$ cat config.mk
export PLATFORM = sky130hd
export DESIGN_NAME = reaction_timer
export DESIGN_NICKNAME = d
export VERILOG_FILES = /design/src/rtl/reaction_timer.sv
export SDC_FILE = /design/constraint.sdc
export NUM_CORES = 1
export LEC_CHECK = 0
export ABC_AREA = 1
export CAP_MARGIN = 20
export CORE_ASPECT_RATIO = 0.9
export CORE_UTILIZATION = 40
export CTS_BUF_LIST = sky130_fd_sc_hd__clkbuf_2 sky130_fd_sc_hd__clkbuf_4 sky130_fd_sc_hd__clkbuf_8
export CTS_CLUSTER_DIAMETER = 120
export DETAILED_ROUTE_END_ITERATION = 16
export GPL_TIMING_DRIVEN = 0
export PLACE_DENSITY_LB_ADDON = 0.08
export SLEW_MARGIN = 10
export SYNTH_ARGS = -nofsm -noshare
export SYNTH_HDL_FRONTEND = slang
export SYNTH_SLANG_ARGS = --single-unit
$ cat constraint.sdc
create_clock -name Clock -period 1.8 [get_ports Clock]
set_input_delay 0.36 -clock Clock [delete_from_list [all_inputs] [get_ports Clock]]
set_output_delay 0.36 -clock Clock [all_outputs]
set_load 0.005 [all_outputs]
$ cat src/rtl/reaction_timer.sv
// Lane-side drag-race judge: red-light foul detection and green-to-release reaction timing in ms.
// Optional macro RT_BCD_EN selects a 4-digit BCD RT output instead of binary.
module reaction_timer #(
    parameter int TICK_DIV = 50_000,
    parameter int MAX_MS   = 9999
) (
    input  logic        Clock,
    input  logic        Reset,
    input  logic        Clr,
    input  logic        SB,
    input  logic        A1,
    input  logic        G,
    input  logic        R,
    output logic [15:0] RT,
    output logic        Valid,
    output logic        Foul,
    output logic        Timeout,
    output logic        Busy
);

    localparam int PW = (TICK_DIV > 2) ? $clog2(TICK_DIV) : 1;
    localparam logic [PW-1:0] PRESC_LAST = PW'(TICK_DIV - 1);
    localparam logic [13:0]   MS_LAST    = 14'(MAX_MS - 1);

    typedef enum logic [2:0] {
        IDLE, ARMED, TREE, TIMING, DONE, FOUL, TMO
    } state_t;

    state_t        state, next;
    logic          sb_meta, sbs;
    logic [PW-1:0] presc;
    logic [13:0]   ms;
    logic          tick;
    logic [15:0]   count_rt;
    logic [15:0]   max_rt;

`ifdef RT_BCD_EN
    localparam logic [15:0] MAX_BCD = {4'((MAX_MS / 1000) % 10), 4'((MAX_MS / 100) % 10),
                                       4'((MAX_MS / 10) % 10), 4'(MAX_MS % 10)};
    logic [15:0] bcd;

    function automatic logic [15:0] bcd_inc(input logic [15:0] v);
        logic [15:0] r;
        logic        carry;
        r     = v;
        carry = 1'b1;
        for (int i = 0; i < 4; i++) begin
            if (carry) begin
                if (r[4*i +: 4] == 4'd9) begin
                    r[4*i +: 4] = 4'd0;
                end else begin
                    r[4*i +: 4] = r[4*i +: 4] + 4'd1;
                    carry       = 1'b0;
                end
            end
        end
        return r;
    endfunction

    always_ff @(posedge Clock or negedge Reset) begin
        if (!Reset) begin
            bcd <= '0;
        end else if (state == TREE) begin
            bcd <= '0;
        end else if (state == TIMING && tick) begin
            bcd <= bcd_inc(bcd);
        end
    end

    assign count_rt = bcd;
    assign max_rt   = MAX_BCD;
`else
    assign count_rt = {2'b00, ms};
    assign max_rt   = 16'(MAX_MS);
`endif

    assign tick = (presc == PRESC_LAST);

    // Stage beam is asynchronous to the board clock.
    always_ff @(posedge Clock or negedge Reset) begin
        if (!Reset) begin
            sb_meta <= 1'b0;
            sbs     <= 1'b0;
        end else begin
            sb_meta <= SB;
            sbs     <= sb_meta;
        end
    end

    always_comb begin
        next = state;
        case (state)
            IDLE:   if (sbs) next = ARMED;
            ARMED: begin
                if (!sbs)    next = IDLE;
                else if (A1) next = TREE;
            end
            TREE: begin
                if (R)              next = FOUL;
                else if (G && !sbs) next = DONE;
                else if (!sbs)      next = FOUL;
                else if (G)         next = TIMING;
            end
            TIMING: begin
                if (!sbs)                        next = DONE;
                else if (tick && ms == MS_LAST)  next = TMO;
            end
            DONE, FOUL, TMO: if (Clr) next = IDLE;
            default: next = IDLE;
        endcase
    end

    // Flags are decoded from the upcoming state so they appear one cycle after the deciding sample.
    always_ff @(posedge Clock or negedge Reset) begin
        if (!Reset) begin
            state   <= IDLE;
            presc   <= '0;
            ms      <= '0;
            RT      <= '0;
            Valid   <= 1'b0;
            Foul    <= 1'b0;
            Timeout <= 1'b0;
            Busy    <= 1'b0;
        end else begin
            state   <= next;
            Valid   <= (next == DONE);
            Foul    <= (next == FOUL);
            Timeout <= (next == TMO);
            Busy    <= (next == TREE) || (next == TIMING);

            if (state == TREE) begin
                presc <= '0;
                ms    <= '0;
            end else if (state == TIMING) begin
                if (tick) begin
                    presc <= '0;
                    ms    <= ms + 14'd1;
                end else begin
                    presc <= presc + PW'(1);
                end
            end

            case (state)
                TREE:   if (next == DONE) RT <= '0;
                TIMING: begin
                    if (next == DONE)     RT <= count_rt;
                    else if (next == TMO) RT <= max_rt;
                end
                DONE, FOUL, TMO: if (next == IDLE) RT <= '0;
                default: ;
            endcase
        end
    end

endmodule
Fig. 1: routed clock nets over the placement
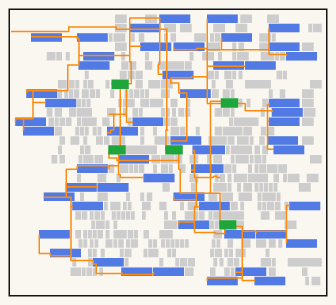
legend:
  orange:
    item: clock wires
    length: 753 µm
  green:
    item: clock drivers
    count: 5
  blue:
    item: flip-flops
    count: 53
routed clock nets: 6
flops lie: spread over the die

Fig. 2: signal wires on met1
Bar = 20 µm. Supply wires on this layer in gray.
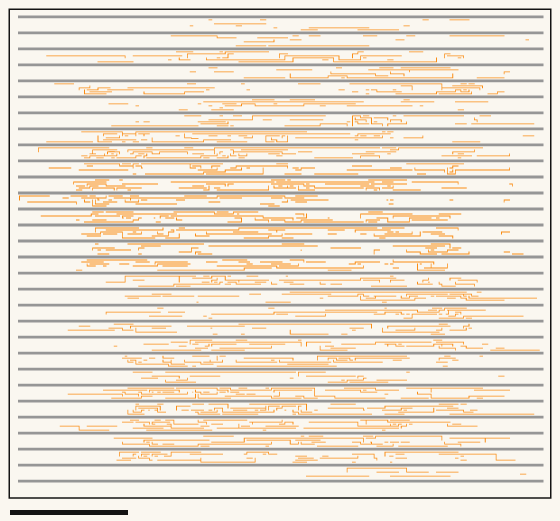
nets with wire on the layer: 386
share of all routed wire: 51%
wire length on this layer: 3770 µm
vias: 2634
met1 track utilization from global routing: 30.6%
Final Routed Wirelength: 7360 µm

Fig. 3: met3 routing
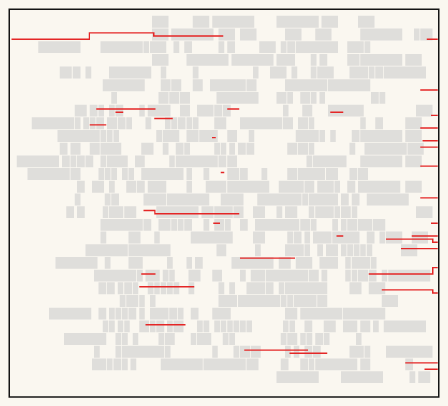
nets with wire on the layer: 30
longest straight run: 17.9 µm
share of all routed wire: 3.2%
wire length on this layer: 238 µm
main direction: horizontal

==> Implementation_results.wiki <==
== Metrics ==
{| class="wikitable"
! Metric !! Value
|-
| Result of the run || finished with violations
|-
| Violated checks || setup timing
|-
| Later-pin clock latency in the skew report || between 0.3 and 0.4 ns
|-
| Effective utilization at floorplan || between 40% and 50%
|-
| Clock tree from TritonCTS || yes
|-
| Area share of the leading cell type in the synthesized netlist || a little under half
|-
| Met2 usage || between 30 and 40%
|-
| Transition time of the tightest slew-check pin || approximately 0.77 ns
|-
| Worst Setup Slack, final || -0.0204 ns
|-
| Critical path depth || 13
|-
| Most used routing layer || met1
|-
| Final critical path time including I/O delays and setup || around 1.8 ns
|-
| Placed cells || 492
|-
| Vertical die dimension || 82.8 µm
|-
| Share of power burned in the clock network || 18.8%
|-
| Postcts setup bufs || 6
|-
| Buffer depth of the longest clock path || 2
|-
| Overflow after GRT || 0
|-
| Biggest area consumer among cell classes || combinational gates
|-
| Vias/cell || slightly above 5
|-
| CP endpoint kind || flop
|-
| Critical path class || reg -> reg
|-
| Total buffers and inverters traversed by the critical path || 2
|-
| Length of routed wiring on met1 || approximately 3800 µm
|-
| Number of antenna violations at the first check in global routing || 0
|-
| Worst R2R End || RT[3]$_DFFE_PN0P_
|-
| Leakage Power || roughly 1.7 nW
|-
| Final Power || 0.00369 W
|-
| Num Clock Sinks || 53
|-
| Net switching share of the total power || 37.6%
|-
| Final setup violation count || 8
|-
| Count of unresolved DRC violations after routing || 0
|-
| Primary FF master, synth || dfrtp_1
|-
| Leading cell types by total area after synthesis || dfrtp_1 46%, nand2_1 11%, nor2_1 6.1%, inv_1 5.4%, nand4_1 4.5%
|-
| Top cell excl fill/tap || nand2_1
|-
| Overall track demand over capacity in global routing || roughly 21%
|-
| Req. time, crit path || roughly 2.0 ns
|-
| Internal power consumption || 0.00230 W
|-
| XOR Share, Synth || between 2 and 2.5%
|-
| Share of post-route cells with drive strength above 1 || a little over a fifth
|-
| Share of synthesized area occupied by flip-flops and latches || 45.7%
|-
| Area after detailed placement || approximately 0.0033 mm²
|-
| Post-placement worst setup slack || -0.315 ns
|-
| Synth Instances || approximately 370
|-
| Top logic cells by instance count in the layout || 79 x nand2_1, 51 x dfrtp_1, 39 x nor2_1, 38 x inv_1, 23 x clkdlybuf4s50_1
|-
| Final total negative setup slack || -0.102 ns
|}
-- power groups by stage --
stage	Combinational [W]	Sequential (W)	Clock, W
2_1_floorplan	0.000715	0.00151	0
3_3_place_gp	0.00117	0.00152	0
3_5_place_dp	0.00119	0.00152	0
4_1_cts	0.00135	0.00149	0.000713
5_1_grt	0.00166	0.00154	0.000763
6_report	0.00149	0.00151	0.000693
-- synth_stat cells, types with 2 or more instances --
master and count:
nor3_1 11, nand4_1 21, o21ai_0 12, buf_2 3
o21a_1 3, o31ai_1 3, xor2_1 7, nor2_1 47
buf_4 2, nand2_2 4, dfrtp_1 53, nand3_1 24
nor2_4 2, nor2_2 3, inv_1 42, a21oi_1 16
ha_1 3, a21oi_2 2, inv_2 6, nor4_1 4
o22ai_1 2, nand2_1 85, nand2_4 2
No activity file was given, so power comes from the tool's default toggle rates.
